## src/rtl/imem_loader_pkg.sv

```systemverilog
// Shared types and constants for the instruction-memory boot loader.
// The stream is: header byte N, 4N little-endian payload bytes, XOR checksum byte.
package imem_loader_pkg;

    localparam int DEF_DEPTH      = 64;
    localparam int DEF_ADDR_W     = 6;
    localparam int BYTES_PER_WORD = 4;
    localparam int BCNT_W         = 2;
    localparam int HDR_W          = 8;
    localparam int CHK_W          = 8;

    typedef enum logic [2:0] {
        IDLE = 3'd0,
        HDR  = 3'd1,
        DATA = 3'd2,
        CHK  = 3'd3,
        DONE = 3'd4,
        ERR  = 3'd5
    } state_t;

endpackage

```

## src/rtl/imem_boot_loader_if.sv

```systemverilog
// Byte-stream, memory-write and status signals of the boot loader.
// master = the loader itself, slave = the byte source / memory / core side.
interface imem_boot_loader_if
    import imem_loader_pkg::*;
#(
    parameter int ADDR_W = DEF_ADDR_W
);
    logic              start;
    logic              in_valid;
    logic [7:0]        in_data;
    logic              in_ready;
    logic              imem_we;
    logic [ADDR_W-1:0] imem_waddr;
    logic [31:0]       imem_wdata;
    logic              cpu_hold;
    logic              busy;
    logic              done;
    logic              error;

    modport master (
        input  start, in_valid, in_data,
        output in_ready, imem_we, imem_waddr, imem_wdata,
        output cpu_hold, busy, done, error
    );

    modport slave (
        output start, in_valid, in_data,
        input  in_ready, imem_we, imem_waddr, imem_wdata,
        input  cpu_hold, busy, done, error
    );

endinterface

```

## src/rtl/imem_word_packer.sv

```systemverilog
// Collects little-endian bytes into 32-bit words; word_valid pulses for one
// cycle after the 4th byte of a word is accepted.
module imem_word_packer
    import imem_loader_pkg::*;
(
    input  logic        clk,
    input  logic        rst,
    input  logic        clear,
    input  logic        byte_valid,
    input  logic [7:0]  byte_data,
    output logic        last_byte,
    output logic        word_valid,
    output logic [31:0] word_data
);

    logic [BCNT_W-1:0]                   byte_cnt_reg;
    logic [BYTES_PER_WORD-2:0][7:0]      lane_reg;
    logic [BYTES_PER_WORD-2:0]           lane_hit;
    logic                                word_valid_reg;
    logic [31:0]                         word_data_reg;

    assign last_byte = (byte_cnt_reg == BCNT_W'(BYTES_PER_WORD - 1));

    // Lower lanes are parked until the top byte arrives and completes the word.
    genvar gi;
    generate
        for (gi = 0; gi < BYTES_PER_WORD - 1; gi++) begin : g_lane
            assign lane_hit[gi] = byte_valid && (byte_cnt_reg == BCNT_W'(gi));
        end
    endgenerate

    always_ff @(posedge clk or posedge rst) begin
        if (rst) begin
            byte_cnt_reg   <= '0;
            lane_reg       <= '0;
            word_valid_reg <= 1'b0;
            word_data_reg  <= '0;
        end else begin
            word_valid_reg <= 1'b0;
            for (int i = 0; i < BYTES_PER_WORD - 1; i++) begin
                if (lane_hit[i]) begin
                    lane_reg[i] <= byte_data;
                end
            end
            if (clear) begin
                byte_cnt_reg <= '0;
            end else if (byte_valid) begin
                byte_cnt_reg <= byte_cnt_reg + 1'b1;
                if (last_byte) begin
                    word_valid_reg <= 1'b1;
                    word_data_reg  <= {byte_data, lane_reg};
                end
            end
        end
    end

    assign word_valid = word_valid_reg;
    assign word_data  = word_data_reg;

endmodule

```

## src/rtl/imem_boot_loader.sv

```systemverilog
// Boot loader: programs instruction memory from a byte stream, checks the XOR
// checksum and releases the core (cpu_hold low) only after a clean load.
module imem_boot_loader
    import imem_loader_pkg::*;
#(
    parameter int DEPTH  = DEF_DEPTH,
    parameter int ADDR_W = DEF_ADDR_W
) (
    input  logic               clk,
    input  logic               rst,
    imem_boot_loader_if.master bus
);

    state_t             state_reg;
    state_t             state_next;
    logic [HDR_W-1:0]   n_reg;
    logic [ADDR_W-1:0]  word_cnt_reg;
    logic [ADDR_W-1:0]  waddr_reg;
    logic [CHK_W-1:0]   xor_reg;

    logic               in_ready;
    logic               accept;
    logic               hdr_ok;
    logic               last_word;
    logic               last_byte;
    logic               word_valid;
    logic [31:0]        word_data;

    assign accept    = bus.in_valid && in_ready;
    assign hdr_ok    = (bus.in_data != '0) && (bus.in_data <= HDR_W'(DEPTH));
    assign last_word = (HDR_W'(word_cnt_reg) == (n_reg - HDR_W'(1)));

    imem_word_packer u_packer (
        .clk        (clk),
        .rst        (rst),
        .clear      (state_reg == HDR),
        .byte_valid (accept && (state_reg == DATA)),
        .byte_data  (bus.in_data),
        .last_byte  (last_byte),
        .word_valid (word_valid),
        .word_data  (word_data)
    );

    always_ff @(posedge clk or posedge rst) begin
        if (rst) begin
            state_reg <= IDLE;
        end else begin
            state_reg <= state_next;
        end
    end

    always_comb begin
        state_next = state_reg;
        case (state_reg)
            IDLE: if (bus.start) state_next = HDR;
            HDR:  if (accept) state_next = hdr_ok ? DATA : ERR;
            DATA: if (accept && last_byte && last_word) state_next = CHK;
            CHK:  if (accept) state_next = (bus.in_data == xor_reg) ? DONE : ERR;
            DONE: if (bus.start) state_next = HDR;
            ERR:  if (bus.start) state_next = HDR;
            default: state_next = IDLE;
        endcase
    end

    // The write address is captured with the 4th byte so it lines up with
    // the registered write pulse; the index stops at N-1 to avoid wrapping.
    always_ff @(posedge clk or posedge rst) begin
        if (rst) begin
            n_reg        <= '0;
            word_cnt_reg <= '0;
            waddr_reg    <= '0;
            xor_reg      <= '0;
        end else if (accept) begin
            if (state_reg == HDR && hdr_ok) begin
                n_reg        <= bus.in_data;
                word_cnt_reg <= '0;
                xor_reg      <= '0;
            end else if (state_reg == DATA) begin
                xor_reg <= xor_reg ^ bus.in_data;
                if (last_byte) begin
                    waddr_reg <= word_cnt_reg;
                    if (!last_word) begin
                        word_cnt_reg <= word_cnt_reg + 1'b1;
                    end
                end
            end
        end
    end

    always_comb begin
        in_ready     = 1'b0;
        bus.busy     = 1'b0;
        bus.done     = 1'b0;
        bus.error    = 1'b0;
        bus.cpu_hold = 1'b1;
        case (state_reg)
            HDR, DATA, CHK: begin
                in_ready = 1'b1;
                bus.busy = 1'b1;
            end
            DONE: begin
                bus.done     = 1'b1;
                bus.cpu_hold = 1'b0;
            end
            ERR:     bus.error = 1'b1;
            default: ;
        endcase
    end

    assign bus.in_ready   = in_ready;
    assign bus.imem_we    = word_valid;
    assign bus.imem_waddr = waddr_reg;
    assign bus.imem_wdata = word_data;

endmodule

```

## src/flat_wrapper.sv

```systemverilog
// flat-port wrapper written by rule: the top's interface ports become plain ports
module imem_boot_loader_flat import imem_loader_pkg::*;
#(
    parameter int DEPTH  = DEF_DEPTH,
    parameter int ADDR_W = DEF_ADDR_W
)
  (clk, rst, bus_start, bus_in_valid, bus_in_data, bus_in_ready, bus_imem_we, bus_imem_waddr, bus_imem_wdata, bus_cpu_hold, bus_busy, bus_done, bus_error);
  imem_boot_loader_if #(.ADDR_W(ADDR_W)) bus_i ();
  input  logic clk;
  input  logic rst;
  input wire logic [$bits(bus_i.start)-1:0] bus_start;
  input wire logic [$bits(bus_i.in_valid)-1:0] bus_in_valid;
  input wire logic [$bits(bus_i.in_data)-1:0] bus_in_data;
  output wire logic [$bits(bus_i.in_ready)-1:0] bus_in_ready;
  output wire logic [$bits(bus_i.imem_we)-1:0] bus_imem_we;
  output wire logic [$bits(bus_i.imem_waddr)-1:0] bus_imem_waddr;
  output wire logic [$bits(bus_i.imem_wdata)-1:0] bus_imem_wdata;
  output wire logic [$bits(bus_i.cpu_hold)-1:0] bus_cpu_hold;
  output wire logic [$bits(bus_i.busy)-1:0] bus_busy;
  output wire logic [$bits(bus_i.done)-1:0] bus_done;
  output wire logic [$bits(bus_i.error)-1:0] bus_error;
  assign bus_i.start = bus_start;
  assign bus_i.in_valid = bus_in_valid;
  assign bus_i.in_data = bus_in_data;
  assign bus_in_ready = bus_i.in_ready;
  assign bus_imem_we = bus_i.imem_we;
  assign bus_imem_waddr = bus_i.imem_waddr;
  assign bus_imem_wdata = bus_i.imem_wdata;
  assign bus_cpu_hold = bus_i.cpu_hold;
  assign bus_busy = bus_i.busy;
  assign bus_done = bus_i.done;
  assign bus_error = bus_i.error;
  imem_boot_loader #(.DEPTH(DEPTH), .ADDR_W(ADDR_W)) u_core (.clk(clk), .rst(rst), .bus(bus_i));
endmodule
```

## config.mk

```make
export PLATFORM = sky130hd
export DESIGN_NAME = imem_boot_loader_flat
export DESIGN_NICKNAME = d
export VERILOG_FILES = /design/src/rtl/imem_loader_pkg.sv /design/src/rtl/imem_boot_loader_if.sv /design/src/rtl/imem_word_packer.sv /design/src/rtl/imem_boot_loader.sv /design/src/flat_wrapper.sv
export SDC_FILE = /design/constraint.sdc
export NUM_CORES = 1
export LEC_CHECK = 0
export CELL_PAD_IN_SITES_DETAIL_PLACEMENT = 1
export CELL_PAD_IN_SITES_GLOBAL_PLACEMENT = 2
export CORE_MARGIN = 10
export CORE_UTILIZATION = 40
export CTS_CLUSTER_DIAMETER = 80
export DETAILED_ROUTE_END_ITERATION = 7
export HOLD_SLACK_MARGIN = 0.06
export PLACE_DENSITY = 0.89
export SYNTH_ARGS = -nofsm -noshare
export SYNTH_HDL_FRONTEND = slang
export SYNTH_HIERARCHICAL = 1
export SYNTH_SLANG_ARGS = --single-unit
```

## constraint.sdc

```tcl
create_clock -name clk -period 5.9 [get_ports clk]
set_input_delay 1.475 -clock clk [delete_from_list [all_inputs] [get_ports clk]]
set_output_delay 1.475 -clock clk [all_outputs]
set_load 0.02 [all_outputs]
```

### I/O pins on the die edge

Pins as bars across the die edge, other pins in gray.
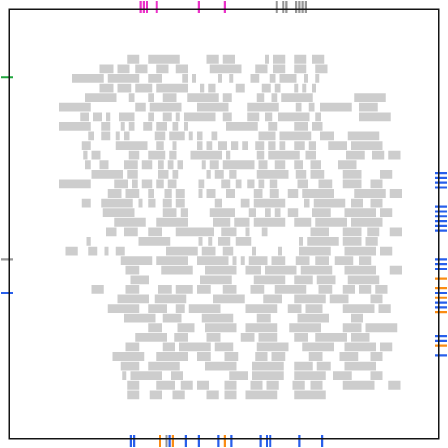
Key: blue = `bus_imem_wdata` [pins 32, direction output, edge 19 right, 12 bottom, 1 left]; orange = `bus_in_data` [pins 8, direction input, edge 5 right, 3 bottom]; green = `clk` [pins 1, direction input, edge left]; magenta = `bus_imem_waddr` [pins 6, direction output, edge top]

### Routing congestion

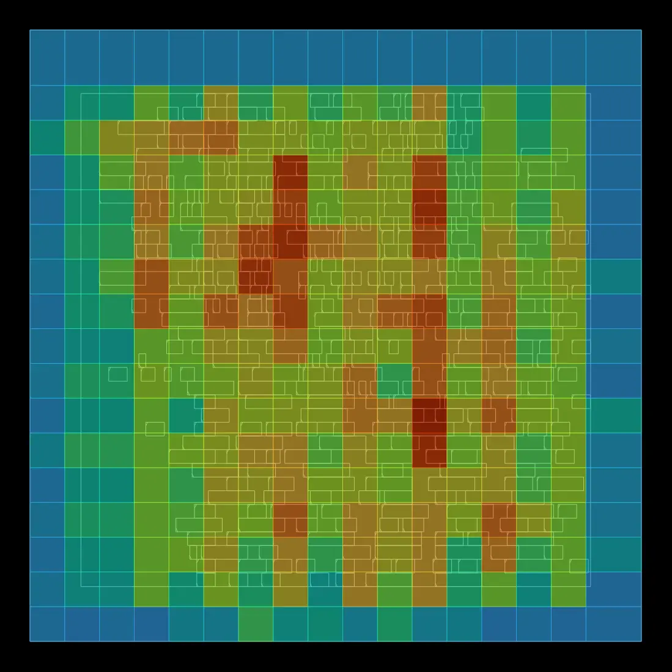
global routing usage on met1: 0.165
share of the core filled with cells: 0.504
M2 GR Usage: 0.223
aggregate global-route resource usage: 0.134

### The metal 4 layer

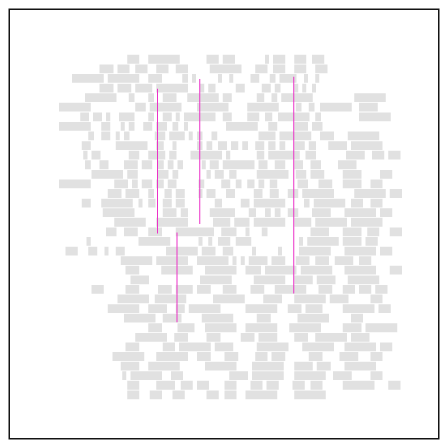
The wires run mostly vertical. The longest straight run is 61.2 microns. The layer holds 1.8% of the routed length. 2 nets have wire on it. The layer carries 168 microns of wire.

### Where the registers sit

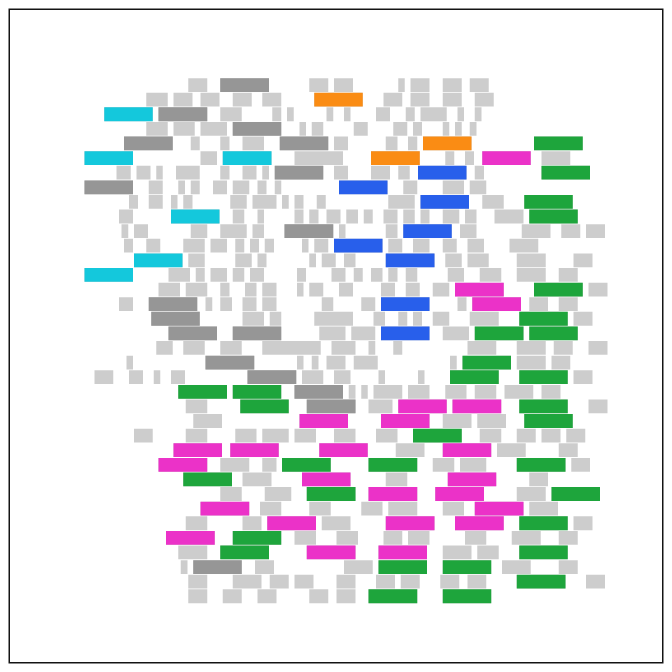
Key: cyan = `u_core/word_cnt_reg` [flops 6, where top left]; blue = `u_core/xor_reg` [flops 8]; orange = `u_core/state_reg` [flops 3]; green = `u_core/u_packer/word_data` [flops 32]; magenta = `u_core/u_packer/lane_reg` [flops 24]
Another 17 sequential cells are not colored.

==> results.txt <==
Latest figures from synthesis and place and route.

Clock tree synthesis found a total of 90 sinks. The final routed wire length divided by cell count is between 15 and 20 microns. The vertical die dimension reported for this design is 121 microns. The OpenROAD report gives the critical path a required time of 6160 ps.

The worst path in the final design needs a cycle of 3860 ps, including I/O delays and setup. Detailed routing inserted a total of 2662 vias. The worst min-delay path category is flop to flop. In the Yosys report the total cell count is 313. The proportion of layout cells with a drive suffix above 1 is 0.240. The number of design-rule violations left by the first detailed-router iteration is roughly 110. The total leakage power is 0.00249 uW.

The reg-to-reg startpoint is u_core/n_reg[0]. The most common cell in the netlist is sky130_fd_sc_hd__dfrtp_1. Entering global routing, the biggest net connects 60 pins. The overall die width is 121 microns. The largest incremental delay on the critical path is approximately 820 ps. The number of port buffers is 55. The routed design uses around 420 microns of met3 wire.

The post-cts gate resize count is 0. The post-route report lists met1 wire length as 4260 microns. From the final report, the count of setup violators was given as 0.

The script logs the ratio of routed vias to standard cells as 5.24. When the netlist entered floorplanning its net count stood at about 330. The dominant register cell is sky130_fd_sc_hd__dfrtp_1. The flow ran to the end, and the final reports show no timing, DRC or antenna violations. The number of hold buffers added after cts is 0. The logs give a warning total of 29.

Synthesis inferred 90 register bits. According to the timing report, the critical path is launched from bus_in_valid. In the log, the iteration count for the first detailed-route pass is 4. The synthesis report lists the most area-consuming cells as sky130_fd_sc_hd__dfrtp_1, sky130_fd_sc_hd__mux2_4, sky130_fd_sc_hd__mux2_2, sky130_fd_sc_hd__xor2_1, sky130_fd_sc_hd__ha_1. Setup repair after global routing left no endpoint under its margin. The clock tree skew after final layout is 11.0 ps.

After floorplanning, the die was sized to cover 14700 sq um. The final antenna diode tally reported by the flow is 0. TritonCTS built the clock tree. Adding up every negative setup slack in the final design gives 0 ps.

Post-route period utilization is reported as 0.654. The power per cell area is 305 nW/um^2. The number of hold violations in the final report is 0. The peak supply drop is between 100 and 150 uV. The aggregate routed wire length is between 9000 and 10000 microns. Max fanout on the critical path was recorded as 33.

The first global-routing pass estimated roughly 16000 microns of wire. The global placer's final weighted congestion is 0.731. The clock network latency to the later pin of the worst-skew pair is 370 ps. Among all stages on the critical path, the largest delay is contributed by sky130_fd_sc_hd__clkdlybuf4s50_1.

In the post-route analysis, the smallest setup slack over all paths is 2040 ps. The proportion of synthesized flip-flops having asynchronous set or reset is 1.00. Data on the critical path arrives at its endpoint at 4120 ps. In this run the tightest slew margin relative to its limit is 0.182.

The via count of the first global-routing pass is 2895. STA classifies the critical path endpoint as a flop. The highest achievable clock rate is roughly 0.26 GHz. In this run the top signal layer used is met4. The initialized floorplan defines 36 standard-cell rows. The estimated wirelength of the detail-placed design is 6730 microns. The number of distinct library cells after synthesis is 35.

The worst hold path startpoint is u_core/u_packer/lane_reg[10]. The number of flip-flops in the largest register is 32. The number of enable-type register cells in the synthesized netlist is 0. The number of antenna violations at the first check in global routing is 0. The buffer levels on the longest clock path is 2. The region available for standard cell placement spans 9910 sq um.

The clock root buffer is sky130_fd_sc_hd__clkbuf_8.
[logic make-up after synthesis]
kind of cell,share of synthesized area
flops,0.547
mux,0.217
simple gates,0.0715
compound gates,0.0776
buf+inv,0.0319
xor+xnor,0.0362
fa+ha+maj,0.0182
[layer usage]
metal,up-vias,GRT usage
li1,1229,-
met1,1366,0.165
met2,55,0.223
met3,12,0.0298
met4,0,0.0559
met5,-,0
[power breakdown]
group	internal (uW)	switching (uW)
sequential	684	74.3
combinational	164	164
clock	202	234
total	1050	473
[final timing paths]
path,end,slack [ps],cells past startpoint
worst min register to register,u_core/u_packer/word_data[10],500,1
worst max register to register,u_core/word_cnt_reg[5],3070,8
worst max-delay path,u_core/u_packer/word_data[27],2040,5
min in group asynchronous,u_core/n_reg[2],1540,3
max in group asynchronous,u_core/u_packer/lane_reg[23],3780,3
worst min-delay path,u_core/u_packer/word_data[10],500,1
[cell type report]
class,count,area [sq um]
clock buffers,10,128
clock inverters,6,73.8
fillers,1022,4910
inverters,14,52.6
multi-input cells,196,1750
flip-flops and latches,90,2250
well taps,133,166
repair buffers,59,581
[placed cells by master (no fill, tap or decap), drive strengths merged]
cell           count
nor3b              4
mux2              67
buf                4
dfrtp             90
a211oi             2
o31ai              6
a21o               9
bufinv             1
clkdlybuf4s50     55
clkbuf            10
and3               1
inv               17
xor2              10
mux2i              3
a21oi             14
nand3b             2
nand4              1
nand2b             2
a31oi              9
ha                 6
and2               2
nor3               4
nor4               2
nand2             11
xnor2              7
clkinvlp           2
or3                2
nor2               8
nor4bb             1
or4                3
o211ai             4
o21ai              7
nand3              9
[metrics by stage]
step	area, sq um	cells	power [uW]
2_1_floorplan	4110	313	992
3_3_place_gp	4800	492	1090
3_5_place_dp	4800	492	1100
4_1_cts	5000	508	1540
5_1_grt	5000	508	1610
6_report	5000	508	1520
No activity file was given, so power comes from the tool's default toggle rates.
